**src/rtl/i2c_target_regs.sv**
```systemverilog
`timescale 1ns/1ps
// i2c_target_regs
// I2C target (responder) that exposes a byte-addressed register space to the
// user side. A write transaction sets the register pointer from its first data
// byte and writes any further bytes at auto-incrementing addresses. A read
// transaction streams bytes starting at the current pointer. The pads are
// open-drain: the block only ever pulls SDA low, and it never stretches SCL.
//
// Ports:
//   clk         system clock
//   reset       synchronous, active-high reset
//   scl_in      raw SCL pad level
//   sda_in      raw SDA pad level
//   sda_out     SDA drive value (always 0, open-drain)
//   sda_enable  1 = pull SDA low
//   reg_addr    current register pointer
//   wr_data     byte being written
//   wr_strobe   one-cycle write pulse; reg_addr/wr_data valid in the same cycle
//   rd_strobe   one-cycle read request for reg_addr
//   rd_data     read byte, valid exactly one clk after rd_strobe
//   busy        1 while addressed (matched address until STOP/START/NACK)
module i2c_target_regs #(
    parameter logic [6:0] DEV_ADDR   = 7'h50,
    parameter int         ADDR_W     = 8,
    parameter int         FILTER_LEN = 3
) (
    input  logic              clk,
    input  logic              reset,
    input  logic              scl_in,
    input  logic              sda_in,
    output logic              sda_out,
    output logic              sda_enable,
    output logic [ADDR_W-1:0] reg_addr,
    output logic [7:0]        wr_data,
    output logic              wr_strobe,
    output logic              rd_strobe,
    input  logic [7:0]        rd_data,
    output logic              busy
);

    localparam int CNT_W = (FILTER_LEN > 1) ? $clog2(FILTER_LEN) : 1;
    localparam logic [CNT_W-1:0] FLT_LAST = CNT_W'(FILTER_LEN - 1);

    localparam logic [3:0] ST_IDLE      = 4'd0;
    localparam logic [3:0] ST_ADDR      = 4'd1;
    localparam logic [3:0] ST_ADDR_ACK  = 4'd2;
    localparam logic [3:0] ST_PTR       = 4'd3;
    localparam logic [3:0] ST_PTR_ACK   = 4'd4;
    localparam logic [3:0] ST_WDATA     = 4'd5;
    localparam logic [3:0] ST_WDATA_ACK = 4'd6;
    localparam logic [3:0] ST_RDATA     = 4'd7;
    localparam logic [3:0] ST_RDATA_ACK = 4'd8;
    localparam logic [3:0] ST_IGNORE    = 4'd9;

    // Line index 0 is SCL, index 1 is SDA.
    logic [1:0]       sync1;
    logic [1:0]       sync2;
    logic [1:0]       filt;
    logic [1:0]       filt_d;
    logic [CNT_W-1:0] flt_cnt [2];

    logic [3:0]        state;
    logic [3:0]        bit_cnt;
    logic [7:0]        shift;
    logic              rw;
    logic              rd_capture;
    logic [ADDR_W-1:0] ptr;

    logic scl_rise;
    logic scl_fall;
    logic sda_rise;
    logic sda_fall;
    logic start_cond;
    logic stop_cond;
    logic sda_f;

    assign sda_out  = 1'b0;
    assign reg_addr = ptr;

    // The filtered level only flips once the synchronized input has disagreed
    // with it for FILTER_LEN consecutive samples; any agreeing sample restarts
    // the count, so short glitches never reach the bit logic.
    always_ff @(posedge clk) begin
        if (reset) begin
            sync1  <= 2'b11;
            sync2  <= 2'b11;
            filt   <= 2'b11;
            filt_d <= 2'b11;
            for (int i = 0; i < 2; i++) begin
                flt_cnt[i] <= '0;
            end
        end else begin
            sync1  <= {sda_in, scl_in};
            sync2  <= sync1;
            filt_d <= filt;
            for (int i = 0; i < 2; i++) begin
                if (sync2[i] == filt[i]) begin
                    flt_cnt[i] <= '0;
                end else if (flt_cnt[i] == FLT_LAST) begin
                    filt[i]    <= sync2[i];
                    flt_cnt[i] <= '0;
                end else begin
                    flt_cnt[i] <= flt_cnt[i] + 1'b1;
                end
            end
        end
    end

    assign sda_f    = filt[1];
    assign scl_rise =  filt[0] & ~filt_d[0];
    assign scl_fall = ~filt[0] &  filt_d[0];
    assign sda_rise =  filt[1] & ~filt_d[1];
    assign sda_fall = ~filt[1] &  filt_d[1];
    // SCL must have been high on both sides of the SDA edge.
    assign start_cond = sda_fall & filt[0] & filt_d[0];
    assign stop_cond  = sda_rise & filt[0] & filt_d[0];

    // Protocol engine. Bits are sampled on filtered SCL rises; every change of
    // sda_enable is registered off a filtered SCL fall, so SDA only moves
    // while SCL is low. START/STOP override everything else.
    always_ff @(posedge clk) begin
        if (reset) begin
            state      <= ST_IDLE;
            bit_cnt    <= '0;
            shift      <= '0;
            rw         <= 1'b0;
            rd_capture <= 1'b0;
            ptr        <= '0;
            sda_enable <= 1'b0;
            busy       <= 1'b0;
            wr_data    <= '0;
            wr_strobe  <= 1'b0;
            rd_strobe  <= 1'b0;
        end else begin
            wr_strobe  <= 1'b0;
            rd_strobe  <= 1'b0;
            rd_capture <= rd_strobe;

            // The pointer moves on the cycle after the write strobe so the
            // user side sees the address the byte belongs to.
            if (wr_strobe) begin
                ptr <= ptr + 1'b1;
            end

            if (start_cond || stop_cond) begin
                state      <= start_cond ? ST_ADDR : ST_IDLE;
                bit_cnt    <= '0;
                sda_enable <= 1'b0;
                busy       <= 1'b0;
            end else begin
                case (state)
                    ST_ADDR: begin
                        if (scl_rise && bit_cnt != 4'd8) begin
                            shift   <= {shift[6:0], sda_f};
                            bit_cnt <= bit_cnt + 1'b1;
                        end else if (scl_fall && bit_cnt == 4'd8) begin
                            bit_cnt <= '0;
                            if (shift[7:1] == DEV_ADDR) begin
                                sda_enable <= 1'b1;
                                busy       <= 1'b1;
                                rw         <= shift[0];
                                state      <= ST_ADDR_ACK;
                            end else begin
                                state <= ST_IGNORE;
                            end
                        end
                    end

                    // For a read, SDA stays pulled low after the ACK until
                    // the first byte arrives from the user side; the bit-7
                    // level is then applied a few clocks into SCL low, well
                    // ahead of the next rise.
                    ST_ADDR_ACK: begin
                        if (scl_fall) begin
                            if (rw) begin
                                rd_strobe <= 1'b1;
                                state     <= ST_RDATA;
                            end else begin
                                sda_enable <= 1'b0;
                                state      <= ST_PTR;
                            end
                        end
                    end

                    ST_PTR: begin
                        if (scl_rise && bit_cnt != 4'd8) begin
                            shift   <= {shift[6:0], sda_f};
                            bit_cnt <= bit_cnt + 1'b1;
                        end else if (scl_fall && bit_cnt == 4'd8) begin
                            bit_cnt    <= '0;
                            sda_enable <= 1'b1;
                            state      <= ST_PTR_ACK;
                        end
                    end

                    ST_PTR_ACK: begin
                        if (scl_fall) begin
                            sda_enable <= 1'b0;
                            ptr        <= shift[ADDR_W-1:0];
                            state      <= ST_WDATA;
                        end
                    end

                    ST_WDATA: begin
                        if (scl_rise && bit_cnt != 4'd8) begin
                            shift   <= {shift[6:0], sda_f};
                            bit_cnt <= bit_cnt + 1'b1;
                        end else if (scl_fall && bit_cnt == 4'd8) begin
                            bit_cnt    <= '0;
                            sda_enable <= 1'b1;
                            wr_strobe  <= 1'b1;
                            wr_data    <= shift;
                            state      <= ST_WDATA_ACK;
                        end
                    end

                    ST_WDATA_ACK: begin
                        if (scl_fall) begin
                            sda_enable <= 1'b0;
                            state      <= ST_WDATA;
                        end
                    end

                    // bit_cnt counts the bits the master has clocked out;
                    // after the eighth, SDA is released for its ACK.
                    ST_RDATA: begin
                        if (rd_capture) begin
                            shift      <= rd_data;
                            sda_enable <= ~rd_data[7];
                            bit_cnt    <= '0;
                        end else if (scl_rise) begin
                            bit_cnt <= bit_cnt + 1'b1;
                        end else if (scl_fall) begin
                            if (bit_cnt == 4'd8) begin
                                bit_cnt    <= '0;
                                sda_enable <= 1'b0;
                                state      <= ST_RDATA_ACK;
                            end else begin
                                shift      <= {shift[6:0], 1'b0};
                                sda_enable <= ~shift[6];
                            end
                        end
                    end

                    // A NACK leaves at the rise, so a fall seen here always
                    // follows an ACK.
                    ST_RDATA_ACK: begin
                        if (scl_rise) begin
                            if (!sda_f) begin
                                ptr <= ptr + 1'b1;
                            end else begin
                                busy  <= 1'b0;
                                state <= ST_IGNORE;
                            end
                        end else if (scl_fall) begin
                            rd_strobe <= 1'b1;
                            state     <= ST_RDATA;
                        end
                    end

                    default: begin
                        sda_enable <= 1'b0;
                    end
                endcase
            end
        end
    end

endmodule

```
**config.mk**
```make
export PLATFORM = sky130hd
export DESIGN_NAME = i2c_target_regs
export DESIGN_NICKNAME = d
export VERILOG_FILES = /design/src/rtl/i2c_target_regs.sv
export SDC_FILE = /design/constraint.sdc
export NUM_CORES = 1
export LEC_CHECK = 0
export CORE_UTILIZATION = 61
export DETAILED_ROUTE_END_ITERATION = 10
export PLACE_DENSITY = 0.95
export SLEW_MARGIN = 40
export SYNTH_ARGS = -nofsm -noshare
export SYNTH_HDL_FRONTEND = slang
export SYNTH_SLANG_ARGS = --single-unit
```
**constraint.sdc**
```tcl
create_clock -name clk -period 6.6 [get_ports clk]
set_input_delay 0.66 -clock clk [delete_from_list [all_inputs] [get_ports clk]]
set_output_delay 0.66 -clock clk [all_outputs]
set_load 0.005 [all_outputs]
```
Figure 1. Signal wires on met1.
Bar = 20 um.
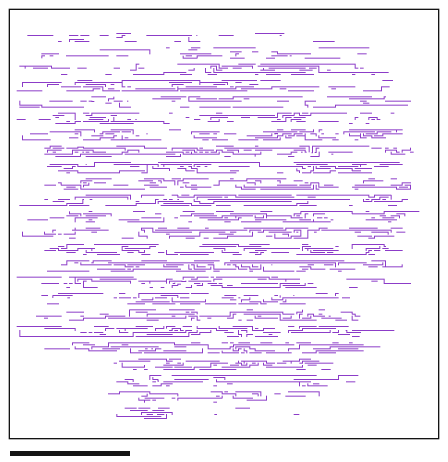
- nets with wire on the layer: 355
- main direction: horizontal
- wire length on this layer: 3040 um
vias: 2781
Final Routed Wirelength: 7.45 mm
met1 Usage GRT: 42.8%

Figure 2. Met2 routing.
Bar = 20 um.
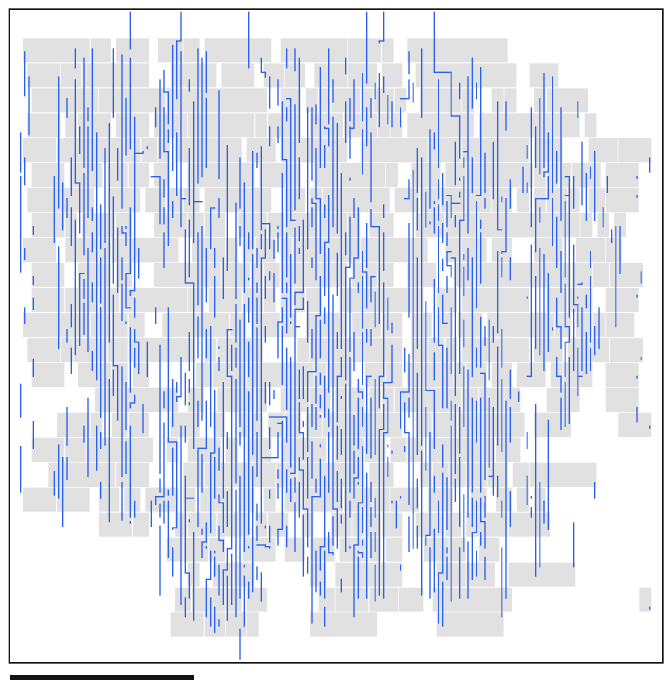
- main direction: vertical
- wire length on this layer: 3570 um
GR Util met2: 49.5%

Figure 3. Met3 routing.
Bar = 20 um.
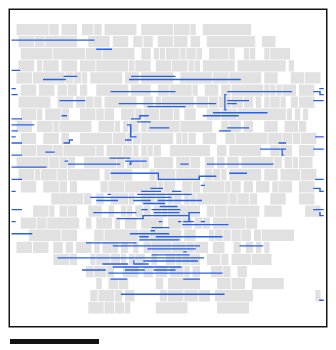
- main direction: horizontal
- wire length on this layer: 667 um
- longest straight run: 32.7 um
grt met3 use: 5.70%

Figure 4. Met4 routing.
Bar = 20 um.
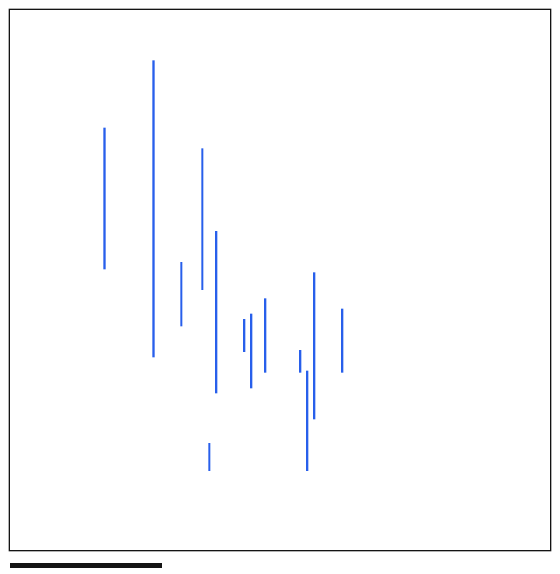
- main direction: vertical
- wire length on this layer: 174 um
- share of all routed wire: 2.3%
- longest straight run: 38.8 um

==> impl_metrics.csv <==
group,metric,value,unit
yosys,synth.distinct_cells,59,
finish,nets,386,
power_and_ir_drop,p_leak,1.25,nW
global_routing,grt_pass1_wl,12.3,mm
run_status,outcome,"finished, violations left",
run_status,violations,"DRC",
setup_path,r2r_setup_slack,4170,ps
yosys,ys_seq_share,35.8,%
setup_path,cp.required,6810,ps
yosys,ys_sh_xor,5.12,%
yosys,synth.most_common_cell,"dfxtp_1",
global_routing,grt_use_total,31.3,%
detailed_routing,wl_per_cell,17.8,um
sta,slew_headroom,54.0,%
clock_tree,ctsHoldBuffers,0,
global_routing,antenna_found_initial,0,
yosys,area_leaders,"dfxtp_1, mux2i_1, nor2_1",
yosys,yosys.area_share.adder,3.44,%
job,warning_count,29,
finish,lay_top_count,"dfxtp_1",
clock_tree,cts_tree,"yes",
setup_path,endpoint,"state[0]$_SDFFE_PP0P_",
detailed_routing,drc_errors,6,
global_routing,grt_pass1_vias,2456,
yosys,avgSynthCellArea,8.33,sq um
setup_path,cpPeakStageDelay,510,ps
yosys,yosys_most_used_dff,"dfxtp_1",
yosys,netlist_instances,349,
yosys,simple_gate_share,24.9,%
clock_tree,clock-sinks,50,
floorplan,core_area,4470,sq um
[through the flow]
step | setup WS [ps] | instance area [sq um]
floorplan | 4540 | 2920
global placement | 4060 | 3200
detailed placement | 4260 | 3200
CTS | 4240 | 3320
global route | 4020 | 3330
finish | 4170 | 3330
[metal layers]
metal,global-route usage [%],share of wire (%)
met1,42.8,41
met2,49.5,48
met3,5.70,8.9
met4,12.0,2.3
met5,0,0
[where the power goes]
part / switching [W] / leakage, nW / internal (W)
combinational: 0.0000197 / 0.780 / 0.0000149
clock: 0.000115 / 0.0545 / 0.000100
sequential: 0.00000407 / 0.413 / 0.000309
total: 0.000138 / 1.25 / 0.000425
[layout make-up]
| type | count | area (sq um) | area share (%) |
|---|---|---|---|
| repair buffers | 33 | 325 | 9.78 |
| well taps | 52 | 65.1 | 1.96 |
| clock inverters | 2 | 18.8 | 0.564 |
| multi-input cells | 266 | 1740 | 52.4 |
| flip-flops and latches | 50 | 1040 | 31.3 |
| inverters | 10 | 37.5 | 1.13 |
| clock buffers | 6 | 93.8 | 2.82 |
[sequential cells by signal (all words and copies together) (netlist names)]
name and flops:
wr_strobe 1, rw 1, reg_addr 8, shift 8, filt_d 2, bit_cnt 4, filt 2, state 4
rd_capture 1, rd_strobe 1, sda_enable 1, sync1 2, flt_cnt 4, busy 1, sync2 2, wr_data 8
[worst max-delay path, delay by kind of cell (launching register included)]
family	cells	cell delay, ps
compound gates	2	700
fa+ha+maj	1	510
buf+inv	2	390
flops	1	370
simple gates	2	360
No activity file was given, so power comes from the tool's default toggle rates.
